==> config.mk <==
export PLATFORM = sky130hd
export DESIGN_NAME = ddr_cmd_scheduler
export DESIGN_NICKNAME = d
export VERILOG_FILES = /design/src/rtl/ddr_cmd_scheduler.sv
export SDC_FILE = /design/constraint.sdc
export NUM_CORES = 1
export LEC_CHECK = 0
export ABC_AREA = 1
export CORE_MARGIN = 5
export CORE_UTILIZATION = 25
export CTS_CLUSTER_DIAMETER = 60
export DETAILED_ROUTE_END_ITERATION = 8
export PLACE_DENSITY = 0.51
export SETUP_SLACK_MARGIN = 0.05
export SLEW_MARGIN = 25
export SYNTH_ARGS = -nofsm -noshare
export SYNTH_HDL_FRONTEND = slang
export SYNTH_SLANG_ARGS = --single-unit
==> constraint.sdc <==
create_clock -name CLK -period 1.8 [get_ports CLK]
set_clock_uncertainty 0.15 [all_clocks]
set_input_delay 0.27 -clock CLK [delete_from_list [all_inputs] [get_ports CLK]]
set_output_delay 0.27 -clock CLK [all_outputs]
set_load 0.02 [all_outputs]
==> src/rtl/ddr_cmd_scheduler.sv <==
// ddr_cmd_scheduler
// Command scheduler that sits in front of a DDR command state machine. It runs
// the initialization sequence, then serves single host accesses with a
// closed-page policy (ACT, READ/WRITE, PRE for every access). A free-running
// interval timer schedules periodic refreshes, and refreshes take priority
// over new accesses.
//
// Cycle timing: a command pulse shown "in cycle n" is registered on edge n-1.
// Edge 0 is the first rising edge that samples RESET low.
//
// Handshake: req_valid/req_ready follow strict valid/ready semantics. A request
// is taken on a rising edge where both are high, and req_write is captured on
// that edge. req_valid and req_write are ignored on every other edge, and the
// host must keep the request up until it is taken. req_ready does not depend
// on req_valid.
//
// Ports
//   CLK, RESET            clock; synchronous active-high reset
//   req_valid, req_write  host request and direction (1 = write)
//   req_ready             request can be taken this cycle
//   ZQCL, MRS, ACT, READ, WRITE, PRE, REF
//                         registered one-cycle command pulses
//   init_done             initialization complete (level)
//   busy                  state is not IDLE
//   ref_overflow          sticky: the interval wrapped while a refresh was
//                         still pending
//   state_dbg             current FSM state encoding
//
// The timing parameters TMRD, TRCD, TRP and TRFC are effective with a minimum
// of 2, because each command spends one cycle in its own command state.
module ddr_cmd_scheduler #(
  parameter int TZQ   = 8,
  parameter int TMRD  = 4,
  parameter int TRCD  = 3,
  parameter int TRP   = 3,
  parameter int TRFC  = 8,
  parameter int TREFI = 100
) (
  input  logic       CLK,
  input  logic       RESET,
  input  logic       req_valid,
  input  logic       req_write,
  output logic       req_ready,
  output logic       ZQCL,
  output logic       MRS,
  output logic       ACT,
  output logic       READ,
  output logic       WRITE,
  output logic       PRE,
  output logic       REF,
  output logic       init_done,
  output logic       busy,
  output logic       ref_overflow,
  output logic [3:0] state_dbg
);

  typedef enum logic [3:0] {
    INIT_ZQ   = 4'd0,
    ZQ_WAIT   = 4'd1,
    INIT_MRS  = 4'd2,
    MRD_WAIT  = 4'd3,
    IDLE      = 4'd4,
    ACTIVATE  = 4'd5,
    RCD_WAIT  = 4'd6,
    RDWR      = 4'd7,
    RTP_WAIT  = 4'd8,
    PRECHARGE = 4'd9,
    RP_WAIT   = 4'd10,
    REFRESH   = 4'd11,
    RFC_WAIT  = 4'd12
  } state_t;

  localparam int CW = 16;
  localparam int TW = (TREFI > 1) ? $clog2(TREFI) : 1;

  state_t        state;
  logic [CW-1:0] wait_cnt;
  logic [TW-1:0] refi_cnt;
  logic          ref_pending;
  logic          wr_latched;
  logic          refi_wrap;
  logic          issue_ref;
  logic          accept;

  assign refi_wrap = init_done && (refi_cnt == TW'(TREFI - 1));
  assign issue_ref = (state == IDLE) && init_done && ref_pending;
  assign req_ready = (state == IDLE) && init_done && !ref_pending;
  assign accept    = req_valid && req_ready;
  assign busy      = (state != IDLE);
  assign state_dbg = state;

  always_ff @(posedge CLK) begin
    if (RESET) begin
      state        <= INIT_ZQ;
      wait_cnt     <= '0;
      refi_cnt     <= '0;
      ref_pending  <= 1'b0;
      ref_overflow <= 1'b0;
      init_done    <= 1'b0;
      wr_latched   <= 1'b0;
      ZQCL         <= 1'b0;
      MRS          <= 1'b0;
      ACT          <= 1'b0;
      READ         <= 1'b0;
      WRITE        <= 1'b0;
      PRE          <= 1'b0;
      REF          <= 1'b0;
    end else begin
      // Pulses are high for one cycle only.
      ZQCL  <= 1'b0;
      MRS   <= 1'b0;
      ACT   <= 1'b0;
      READ  <= 1'b0;
      WRITE <= 1'b0;
      PRE   <= 1'b0;
      REF   <= 1'b0;

      // The refresh interval timer keeps running through accesses and
      // refreshes, so the refresh cadence does not drift with traffic.
      if (init_done) begin
        if (refi_wrap) refi_cnt <= '0;
        else           refi_cnt <= refi_cnt + 1'b1;
      end

      // A wrap on the same edge as a REF opens the next interval, so the
      // set must take priority over the clear.
      if (refi_wrap)      ref_pending <= 1'b1;
      else if (issue_ref) ref_pending <= 1'b0;

      if (refi_wrap && ref_pending && !issue_ref) ref_overflow <= 1'b1;

      // wait_cnt is loaded with (gap - 1) when a command issues. The command
      // state and the wait state both count it down, and the next event
      // fires on the edge where the wait state sees zero.
      case (state)
        INIT_ZQ: begin
          ZQCL     <= 1'b1;
          wait_cnt <= CW'(TZQ - 1);
          state    <= ZQ_WAIT;
        end
        ZQ_WAIT: begin
          if (wait_cnt == '0) begin
            MRS      <= 1'b1;
            wait_cnt <= CW'(TMRD - 1);
            state    <= INIT_MRS;
          end else begin
            wait_cnt <= wait_cnt - 1'b1;
          end
        end
        INIT_MRS: begin
          if (wait_cnt != '0) wait_cnt <= wait_cnt - 1'b1;
          state <= MRD_WAIT;
        end
        MRD_WAIT: begin
          if (wait_cnt == '0) begin
            init_done <= 1'b1;
            state     <= IDLE;
          end else begin
            wait_cnt <= wait_cnt - 1'b1;
          end
        end
        IDLE: begin
          // A pending refresh blocks req_ready, so it always wins over a
          // request that is waiting.
          if (issue_ref) begin
            REF      <= 1'b1;
            wait_cnt <= CW'(TRFC - 1);
            state    <= REFRESH;
          end else if (accept) begin
            ACT        <= 1'b1;
            wr_latched <= req_write;
            wait_cnt   <= CW'(TRCD - 1);
            state      <= ACTIVATE;
          end
        end
        ACTIVATE: begin
          if (wait_cnt != '0) wait_cnt <= wait_cnt - 1'b1;
          state <= RCD_WAIT;
        end
        RCD_WAIT: begin
          if (wait_cnt == '0) begin
            READ     <= !wr_latched;
            WRITE    <= wr_latched;
            wait_cnt <= CW'(1);   // PRE follows the column command by 2 cycles
            state    <= RDWR;
          end else begin
            wait_cnt <= wait_cnt - 1'b1;
          end
        end
        RDWR: begin
          if (wait_cnt != '0) wait_cnt <= wait_cnt - 1'b1;
          state <= RTP_WAIT;
        end
        RTP_WAIT: begin
          if (wait_cnt == '0) begin
            PRE      <= 1'b1;
            wait_cnt <= CW'(TRP - 1);
            state    <= PRECHARGE;
          end else begin
            wait_cnt <= wait_cnt - 1'b1;
          end
        end
        PRECHARGE: begin
          if (wait_cnt != '0) wait_cnt <= wait_cnt - 1'b1;
          state <= RP_WAIT;
        end
        RP_WAIT: begin
          if (wait_cnt == '0) state <= IDLE;
          else                wait_cnt <= wait_cnt - 1'b1;
        end
        REFRESH: begin
          if (wait_cnt != '0) wait_cnt <= wait_cnt - 1'b1;
          state <= RFC_WAIT;
        end
        RFC_WAIT: begin
          if (wait_cnt == '0) state <= IDLE;
          else                wait_cnt <= wait_cnt - 1'b1;
        end
        default: state <= INIT_ZQ;
      endcase
    end
  end

endmodule

Run 1, met1 routing:
The bar under the picture is 20 µm long. Supply wires on this layer in grey.
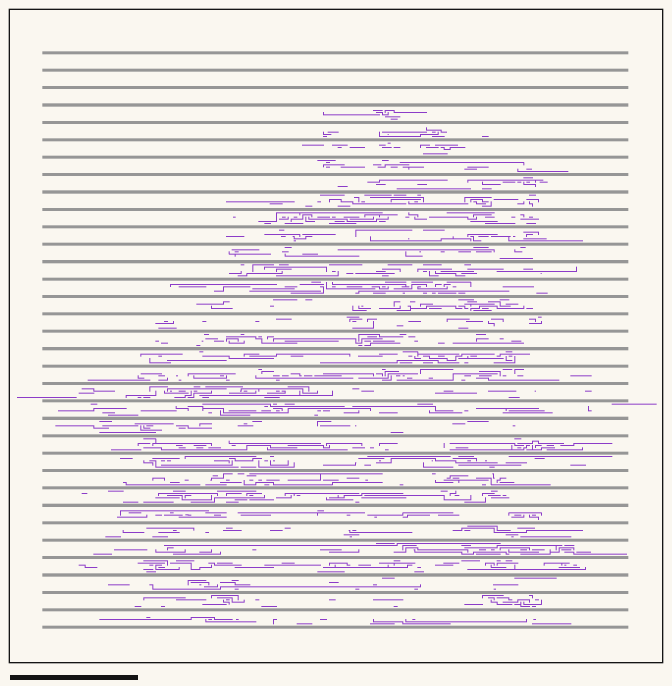
wire length on this layer	2,900 µm
nets with wire on the layer	400
main direction	horizontal
share of all routed wire	46%
longest straight run	36.3 µm
post-detailed-routing wire length: 6300 µm
routing usage on met1: 0.155
via count: 2,342

Run 1, met2 routing:
Cells faint in the background.
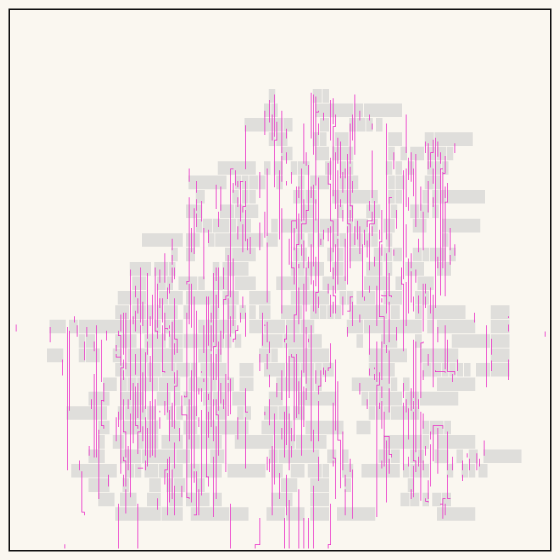
nets with wire on the layer	354
wire length on this layer	3,100 µm
longest straight run	34.0 µm
share of all routed wire	49%
main direction	vertical
global-route track usage on met2: 0.224

Run 1, met3 routing:
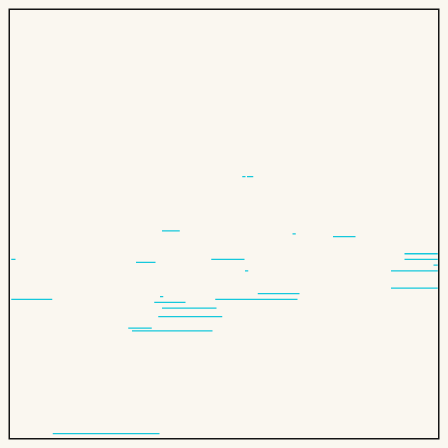
longest straight run	25.1 µm
main direction	horizontal
wire length on this layer	183 µm
share of all routed wire	2.9%
nets with wire on the layer	15
global routing met3 resource utilization: 0.0246

Run 1, M4 wires:
The bar under the picture is 20 µm long. Supply wires on this layer in grey.
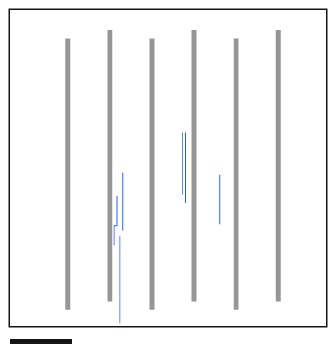
longest straight run	27.9 µm
main direction	vertical
nets with wire on the layer	5

==> reports/metrics.json, run 1 <==
{
  "timing": {
    "relSlewSlack": 0.610,
    "final.min_clock_period_ns": 1.82,
    "finalCritPeriodShare": 1.01,
    "rsz0062_at_grt": "yes",
    "timing_hold_violations_final": 0,
    "setup_ws_ns": -0.0235,
    "total_negative_setup_slacks_ns": -0.0246,
    "timing.fmax_mhz": 548,
    "setup_viol": 2
  },
  "setup_path": {
    "crit_end": "wait_cnt[15]$_SDFFE_PP0P_",
    "crit_start": "state_dbg[0]$_SDFFE_PP0P_",
    "endpoint_kind": "register",
    "timing.reg2reg.worst_path_depth": 12,
    "cells_along_the_critical_path": "buf_4, nor2_4, nand2_2, nand3_4, nor2_4, nor2_4, nor2_4, buf_6, nand2_2, nand2_1, nand2_1, nor2_1",
    "cp_top_family": "simple AND/OR/NAND/NOR gates",
    "reg2reg_to": "wait_cnt[15]$_SDFFE_PP0P_",
    "critical_path.max_fanout": 6,
    "path_common_cell": "sky130_fd_sc_hd__nor2_4",
    "cp_data_arrival_time_ns": 1.91,
    "critical_path_buf_inv_count": 2,
    "timing.critical_path.slowest_cell_delay_ns": 0.40,
    "startpoint_type": "register",
    "crit_cells": 12,
    "r2r-start": "state_dbg[0]$_SDFFE_PP0P_",
    "cp_slowest_cell": "sky130_fd_sc_hd__dfxtp_4",
    "r2r_setup_slack_ns": -0.02
  },
  "synthesis": {
    "edf_count": 0,
    "synthArstFlopShare": 0,
    "top_area_cell_share": 0.360,
    "synth-adder-area-share": 0.0178,
    "synth-compound-area-share": 0.113,
    "synth_cell_types": 28,
    "netlist_area_um2": 2110,
    "synth.top_cells.by_area": "sky130_fd_sc_hd__dfxtp_1 (36%), sky130_fd_sc_hd__nand2_1 (15%), sky130_fd_sc_hd__nor2_1 (11%)",
    "synthFlopType": "sky130_fd_sc_hd__dfxtp_1",
    "mux_area_fraction": 0,
    "avgSynthCellArea_um2": 6.26,
    "synth_top_cell_by_area": "sky130_fd_sc_hd__dfxtp_1",
    "yosys.stat.seqShare": 0.360,
    "ys_top_cells_by_count": "sky130_fd_sc_hd__nand2_1 (83), sky130_fd_sc_hd__nor2_1 (61), sky130_fd_sc_hd__inv_1 (49)",
    "area_fraction_in_and_or_nand_and_nor_cells": 0.390,
    "yosys.cell_count.top_type": "sky130_fd_sc_hd__nand2_1",
    "yosys-stat-cells": 337,
    "ys_area_um2": 2110,
    "yosys.area_share.xor_xnor": 0.00830
  },
  "floorplan": {
    "chipWidth_um": 102,
    "top_level_ports": 19,
    "floorplan.core_area_um2": 8220,
    "chip_area_um2": 10400,
    "die_h_um": 102,
    "row_count": 33
  },
  "grt": {
    "grt_first_pass_wirelength_um": 10600,
    "antenna_found_initial": 0,
    "number_of_global_route_vias_before_repair": 2355,
    "global_route.usage.total": 0.128,
    "largest_net_degree_at_the_start_of_global_routing": 19,
    "globalRouteOverflowTotal": 0,
    "global_route.peak_usage_layer": "met2"
  },
  "cells_and_area": {
    "leading_cell_types_in_the_layout_fill_and_taps_excluded": "sky130_fd_sc_hd__nand2_1 (62), sky130_fd_sc_hd__buf_4 (55), sky130_fd_sc_hd__nor2_1 (48), sky130_fd_sc_hd__inv_1 (42), sky130_fd_sc_hd__dfxtp_1 (31)",
    "nFillCells": 867,
    "n_all_inverters": 49,
    "final-instance-count-excl-fill": 527,
    "comb_share": 0.421,
    "comb.multi_input.count": 243,
    "area_growth_from_synthesis_to_layout_pct": 58.2,
    "seq-cell-share": 0.233,
    "nets": 428,
    "insertedDiodeCount": 0,
    "final.clkbuf_count": 6,
    "largest_class": "logic gates",
    "layout.cells.most_common": "sky130_fd_sc_hd__nand2_1",
    "design_area_um2": 3340
  },
  "clock_tree": {
    "worst_skew_pair.late_latency_ns": 0.30,
    "cts_inserted_buffers": 5,
    "cts_tree": "built",
    "path_clk_slew_ns": 0.09,
    "cts-hold-fix-buffers": 0,
    "clock_tree.root_cell": "sky130_fd_sc_hd__clkbuf_8",
    "cts_sinks": 38,
    "postCtsResizedCells": 65,
    "ctsLongestPathBuffers": 2,
    "postCtsSetupRepairBufs": 8,
    "ctsHtreeMaxLevel": 2
  },
  "placed_design": {
    "dpl_cell_area_um2": 2800,
    "dpl.hpwl_um": 4380,
    "dpl_cells": 502,
    "post-place-ws_ns": -0.101,
    "buffer_ports.inserted": 18,
    "gpl.final_weighted_congestion": 0.888
  },
  "drt": {
    "detailroute.wirelength.met2_um": 3100,
    "drc": 0,
    "starting_drc_count_in_detailed_routing": 48,
    "detail_route.wl_per_cell_um": 11.9,
    "firstDrtPassIters": 4,
    "highest_layer": "met4",
    "vias_per_cell": 4.44,
    "detailroute.wirelength.met3_um": 183,
    "wirelength_met1_um": 2900,
    "ant_nets": 0
  },
  "power": {
    "leakage_nw": 1.49,
    "seq_power_share": 0.192,
    "share_comb_of_total_power": 0.676,
    "power_top_consumer": "combinational cells",
    "power.ir.vdd_worst_mv": 0.791,
    "comb_cell_power_w": 0.00439,
    "power.net_switching_w": 0.00300,
    "power.share.clock": 0.131,
    "sequentialPower_w": 0.00125,
    "power.clock.total_w": 0.000854,
    "power.total_w": 0.00650,
    "switching_share": 0.462
  },
  "job": {
    "openroad_warning_count": 30,
    "drv.max_cap_violation_count": 0
  },
  "min_path": {
    "timing.hold.worst.class": "reg -> reg",
    "hold_depth": 1,
    "worst_hold_path.endpoint": "READ$_SDFF_PP0_",
    "worst_hold_startpoint": "wr_latched$_SDFFE_PP0P_"
  },
  "outcome": {
    "run_status": "finished with violations",
    "violated_checks": "setup timing"
  }
}
--- run 2 (diff from run 1) ---
--- a/config.mk
+++ b/config.mk
@@ -6,11 +6,12 @@
 export NUM_CORES = 1
 export LEC_CHECK = 0
 export ABC_AREA = 1
+export CELL_PAD_IN_SITES_DETAIL_PLACEMENT = 1
+export CELL_PAD_IN_SITES_GLOBAL_PLACEMENT = 2
 export CORE_MARGIN = 5
 export CORE_UTILIZATION = 25
-export CTS_CLUSTER_DIAMETER = 60
 export DETAILED_ROUTE_END_ITERATION = 8
-export PLACE_DENSITY = 0.51
+export PLACE_DENSITY = 0.77
 export SETUP_SLACK_MARGIN = 0.05
 export SLEW_MARGIN = 25
 export SYNTH_ARGS = -nofsm -noshare
Run 2, met3 routing:
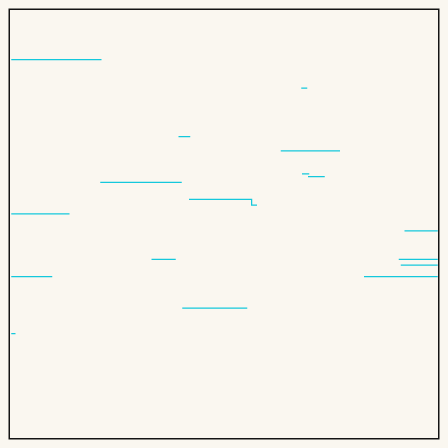
global routing met3 resource utilization: 0.0259
via count: 2,480
post-detailed-routing wire length: 7580 µm

Run 2, met2 routing:
Cells faint in the background.
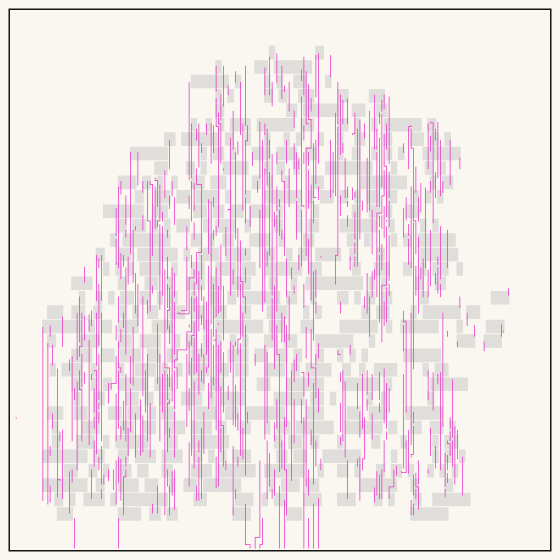
nets with wire on the layer	386
main direction	vertical
longest straight run	32.6 µm
global-route track usage on met2: 0.248

==> run 2 against run 1 <==
The run still ends with setup timing left. Critical path type unchanged. Clock-buffer cell count did not move. Flip-flop count did not move. Area after synthesis did not move. Largest power group unchanged. Routed wire length rose by 20%. Combinational power rose by 14%. Utilization rose by 1.6 points. Sequential power barely moved. Clock power fell by 2%. Worst setup slack got worse by 0.031 ns. Total power rose by 9.6%. Critical path depth rose by 2.
==> reports/metrics.json, run 2 <==
{
  "cells_and_area": {
    "area_growth_from_synthesis_to_layout": {"value": 64.3, "unit": "%", "change": "was 58.2%"},
    "clockNetworkAreaShare": {"value": 0.0383, "change": "was 0.0397"},
    "insertedDiodeCount": {"value": 0, "change": "unchanged"},
    "seq_cells": {"value": 38, "change": "unchanged"},
    "max_flop_register": {"value": "wait_cnt", "change": "unchanged"},
    "n_all_inverters": {"value": 49, "change": "unchanged"},
    "non_clock_buffer_count": {"value": 89, "change": "was 84"},
    "leading_cell_types_in_the_layout_fill_and_taps_excluded": {"value": "sky130_fd_sc_hd__buf_4 (57), sky130_fd_sc_hd__nand2_1 (53), sky130_fd_sc_hd__nor2_1 (42), sky130_fd_sc_hd__inv_1 (40), sky130_fd_sc_hd__dfxtp_1 (31)", "change": "was sky130_fd_sc_hd__nand2_1 (62), sky130_fd_sc_hd__buf_4 (55), sky130_fd_sc_hd__nor2_1 (48), sky130_fd_sc_hd__inv_1 (42), sky130_fd_sc_hd__dfxtp_1 (31)"},
    "final-instance-count-excl-fill": {"value": 532, "change": "was 527"},
    "comb_share": {"value": 0.414, "change": "was 0.421"},
    "layout.cells.most_common": {"value": "sky130_fd_sc_hd__buf_4", "change": "was sky130_fd_sc_hd__nand2_1"},
    "nFillCells": {"value": 1040, "change": "was 867"},
    "nets": {"value": 433, "change": "was 428"},
    "final.clkbuf_count": {"value": 6, "change": "unchanged"},
    "comb.multi_input.count": {"value": 243, "change": "unchanged"},
    "largest_class": {"value": "logic gates", "change": "unchanged"}
  },
  "min_path": {
    "worst_hold_startpoint": {"value": "wr_latched$_SDFFE_PP0P_", "change": "unchanged"},
    "worst_hold_path.endpoint": {"value": "READ$_SDFF_PP0_", "change": "unchanged"},
    "hold_depth": {"value": 1, "change": "unchanged"}
  },
  "synthesis": {
    "synth_top_cell_by_area": {"value": "sky130_fd_sc_hd__dfxtp_1", "change": "unchanged"},
    "avgSynthCellArea": {"value": 6.26, "unit": "µm²", "change": "unchanged"},
    "synth_cell_types": {"value": 28, "change": "unchanged"},
    "syn-num-nets": {"value": 344, "change": "unchanged"},
    "synth.top_cells.by_area": {"value": "sky130_fd_sc_hd__dfxtp_1 (36%), sky130_fd_sc_hd__nand2_1 (15%), sky130_fd_sc_hd__nor2_1 (11%)", "change": "unchanged"},
    "netlist_area": {"value": 2110, "unit": "µm²", "change": "unchanged"},
    "ys_area": {"value": 2110, "unit": "µm²", "change": "unchanged"},
    "synth-adder-area-share": {"value": 0.0178, "change": "unchanged"},
    "synthFlopType": {"value": "sky130_fd_sc_hd__dfxtp_1", "change": "unchanged"},
    "edf_count": {"value": 0, "change": "unchanged"},
    "mux_area_fraction": {"value": 0, "change": "unchanged"},
    "ys_top_cells_by_count": {"value": "sky130_fd_sc_hd__nand2_1 (83), sky130_fd_sc_hd__nor2_1 (61), sky130_fd_sc_hd__inv_1 (49)", "change": "unchanged"},
    "yosys.stat.seqShare": {"value": 0.360, "change": "unchanged"},
    "synthArstFlopShare": {"value": 0, "change": "unchanged"},
    "yosys.area_share.xor_xnor": {"value": 0.00830, "change": "unchanged"},
    "synth-compound-area-share": {"value": 0.113, "change": "unchanged"},
    "yosys-stat-cells": {"value": 337, "change": "unchanged"},
    "area_fraction_in_and_or_nand_and_nor_cells": {"value": 0.390, "change": "unchanged"},
    "yosys.cell_count.top_type": {"value": "sky130_fd_sc_hd__nand2_1", "change": "unchanged"}
  },
  "timing": {
    "setup_viol": {"value": 13, "change": "was 2"},
    "setup_ws": {"value": -0.0544, "unit": "ns", "change": "was -0.0235 ns"},
    "timing.fmax": {"value": 539, "unit": "MHz", "change": "was 548 MHz"},
    "total_negative_setup_slacks": {"value": -0.246, "unit": "ns", "change": "was -0.0246 ns"},
    "final.min_clock_period": {"value": 1.85, "unit": "ns", "change": "was 1.82 ns"},
    "timing_hold_violations_final": {"value": 0, "change": "unchanged"},
    "rsz0062_at_grt": {"value": "yes", "change": "unchanged"},
    "relSlewSlack": {"value": 0.613, "change": "was 0.610"},
    "finalCritPeriodShare": {"value": 1.03, "change": "was 1.01"}
  },
  "grt": {
    "number_of_global_route_vias_before_repair": {"value": 2463, "change": "was 2,355"},
    "largest_net_degree_at_the_start_of_global_routing": {"value": 20, "change": "was 19"},
    "grt_first_pass_wirelength": {"value": 11500, "unit": "µm", "change": "was 10,600 µm"},
    "global_route.peak_usage_layer": {"value": "met2", "change": "unchanged"},
    "antenna_found_initial": {"value": 0, "change": "unchanged"},
    "globalRouteOverflowTotal": {"value": 0, "change": "unchanged"},
    "global_route.usage.met1": {"value": 0.172, "change": "was 0.155"},
    "global_route.usage.total": {"value": 0.139, "change": "was 0.128"}
  },
  "setup_path": {
    "cp_top_family": {"value": "simple AND/OR/NAND/NOR gates", "change": "unchanged"},
    "crit_start": {"value": "wait_cnt[1]$_SDFFE_PP0P_", "change": "was state_dbg[0]$_SDFFE_PP0P_"},
    "cp_slowest_cell": {"value": "sky130_fd_sc_hd__dfxtp_2", "change": "was sky130_fd_sc_hd__dfxtp_4"},
    "cells_along_the_critical_path": {"value": "inv_2, ha_4, inv_2, nor2_4, nand3_1, nor2_1, nand2_2, nand2_1, nand2_2, buf_6, o21ai_1, nand2_2, nand2_1, nor2_1", "change": "was buf_4, nor2_4, nand2_2, nand3_4, nor2_4, nor2_4, nor2_4, buf_6, nand2_2, nand2_1, nand2_1, nor2_1"},
    "required": {"value": 1.85, "unit": "ns", "change": "was 1.89 ns"},
    "timing.critical_path.slowest_cell_delay": {"value": 0.33, "unit": "ns", "change": "was 0.40 ns"},
    "endpoint_kind": {"value": "register", "change": "unchanged"},
    "startpoint_type": {"value": "register", "change": "unchanged"},
    "reg2reg_to": {"value": "wait_cnt[9]$_SDFFE_PP0P_", "change": "was wait_cnt[15]$_SDFFE_PP0P_"},
    "critical_path.max_fanout": {"value": 7, "change": "was 6"},
    "path_common_cell": {"value": "sky130_fd_sc_hd__nand2_2", "change": "was sky130_fd_sc_hd__nor2_4"},
    "r2r-start": {"value": "wait_cnt[1]$_SDFFE_PP0P_", "change": "was state_dbg[0]$_SDFFE_PP0P_"},
    "crit_end": {"value": "wait_cnt[9]$_SDFFE_PP0P_", "change": "was wait_cnt[15]$_SDFFE_PP0P_"},
    "timing.reg2reg.worst_path_depth": {"value": 14, "change": "was 12"}
  },
  "power": {
    "power.total": {"value": 0.00712, "unit": "W", "change": "was 0.00650 W"},
    "power.ir.vdd_worst": {"value": 0.730, "unit": "mV", "change": "was 0.791 mV"},
    "sequentialPower": {"value": 0.00127, "unit": "W", "change": "was 0.00125 W"},
    "switching_share": {"value": 0.467, "change": "was 0.462"},
    "seq_power_share": {"value": 0.179, "change": "was 0.192"},
    "power_top_consumer": {"value": "combinational cells", "change": "unchanged"},
    "power.net_switching": {"value": 0.00332, "unit": "W", "change": "was 0.00300 W"},
    "power.share.clock": {"value": 0.118, "change": "was 0.131"},
    "power.clock.total": {"value": 0.000841, "unit": "W", "change": "was 0.000854 W"},
    "share_comb_of_total_power": {"value": 0.703, "change": "was 0.676"},
    "comb_cell_power": {"value": 0.00500, "unit": "W", "change": "was 0.00439 W"},
    "leakage": {"value": 1.57, "unit": "nW", "change": "was 1.49 nW"}
  },
  "floorplan": {
    "die_h": {"value": 102, "unit": "µm", "change": "unchanged"},
    "top_level_ports": {"value": 19, "change": "unchanged"},
    "chip_area": {"value": 10400, "unit": "µm²", "change": "unchanged"},
    "chipWidth": {"value": 102, "unit": "µm", "change": "unchanged"}
  },
  "clock_tree": {
    "clock_tree.root_cell": {"value": "sky130_fd_sc_hd__clkbuf_8", "change": "unchanged"},
    "path_clk_slew": {"value": 0.09, "unit": "ns", "change": "about the same"},
    "cts_inserted_buffers": {"value": 5, "change": "unchanged"},
    "ctsHtreeMaxLevel": {"value": 2, "change": "unchanged"},
    "cts-hold-fix-buffers": {"value": 0, "change": "unchanged"},
    "postCtsResizedCells": {"value": 40, "change": "was 65"},
    "cts_sinks": {"value": 38, "change": "unchanged"},
    "ctsLongestPathBuffers": {"value": 2, "change": "unchanged"},
    "worst_skew_pair.late_latency": {"value": 0.30, "unit": "ns", "change": "about the same"}
  },
  "placed_design": {
    "dpl.hpwl": {"value": 5150, "unit": "µm", "change": "was 4380 µm"},
    "post-place-ws": {"value": -0.139, "unit": "ns", "change": "was -0.101 ns"},
    "gpl.final_weighted_congestion": {"value": 0.800, "change": "was 0.888"},
    "dpl_cells": {"value": 506, "change": "was 502"},
    "buffer_ports.inserted": {"value": 18, "change": "unchanged"}
  },
  "drt": {
    "vias_per_cell": {"value": 4.66, "change": "was 4.44"},
    "detailroute.wirelength.met3": {"value": 166, "unit": "µm", "change": "was 183 µm"},
    "starting_drc_count_in_detailed_routing": {"value": 73, "change": "was 48"},
    "wirelength_met1": {"value": 3380, "unit": "µm", "change": "was 2900 µm"},
    "detail_route.wl_per_cell": {"value": 14.3, "unit": "µm", "change": "was 11.9 µm"},
    "drc": {"value": 0, "change": "unchanged"},
    "highest_layer": {"value": "met4", "change": "unchanged"},
    "detailroute.wirelength.met2": {"value": 3950, "unit": "µm", "change": "was 3100 µm"},
    "firstDrtPassIters": {"value": 4, "change": "unchanged"}
  },
  "job": {
    "drv.max_cap_violation_count": {"value": 0, "change": "unchanged"},
    "openroad_warning_count": {"value": 30, "change": "unchanged"}
  },
  "outcome": {
    "run_status": {"value": "finished with violations", "change": "unchanged"},
    "violated_checks": {"value": "setup timing", "change": "unchanged"}
  }
}
Run 2, cell classes on the final placement:
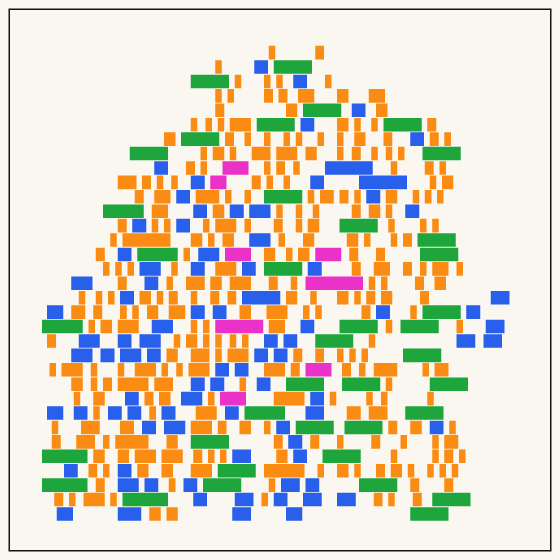
colour	class	cells
blue	other buffers and delay cells	89
magenta	clock drivers and dummy loads	8
green	flops	38
orange	combinational and other logic	292
flop share of the area: 0.224
floorplan core area: 8220 µm²
FP Rows: 33
core occupancy in the finished layout: 0.422
final standard cell area without fillers: 3470 µm²

Power and IR drop assume default switching activity.
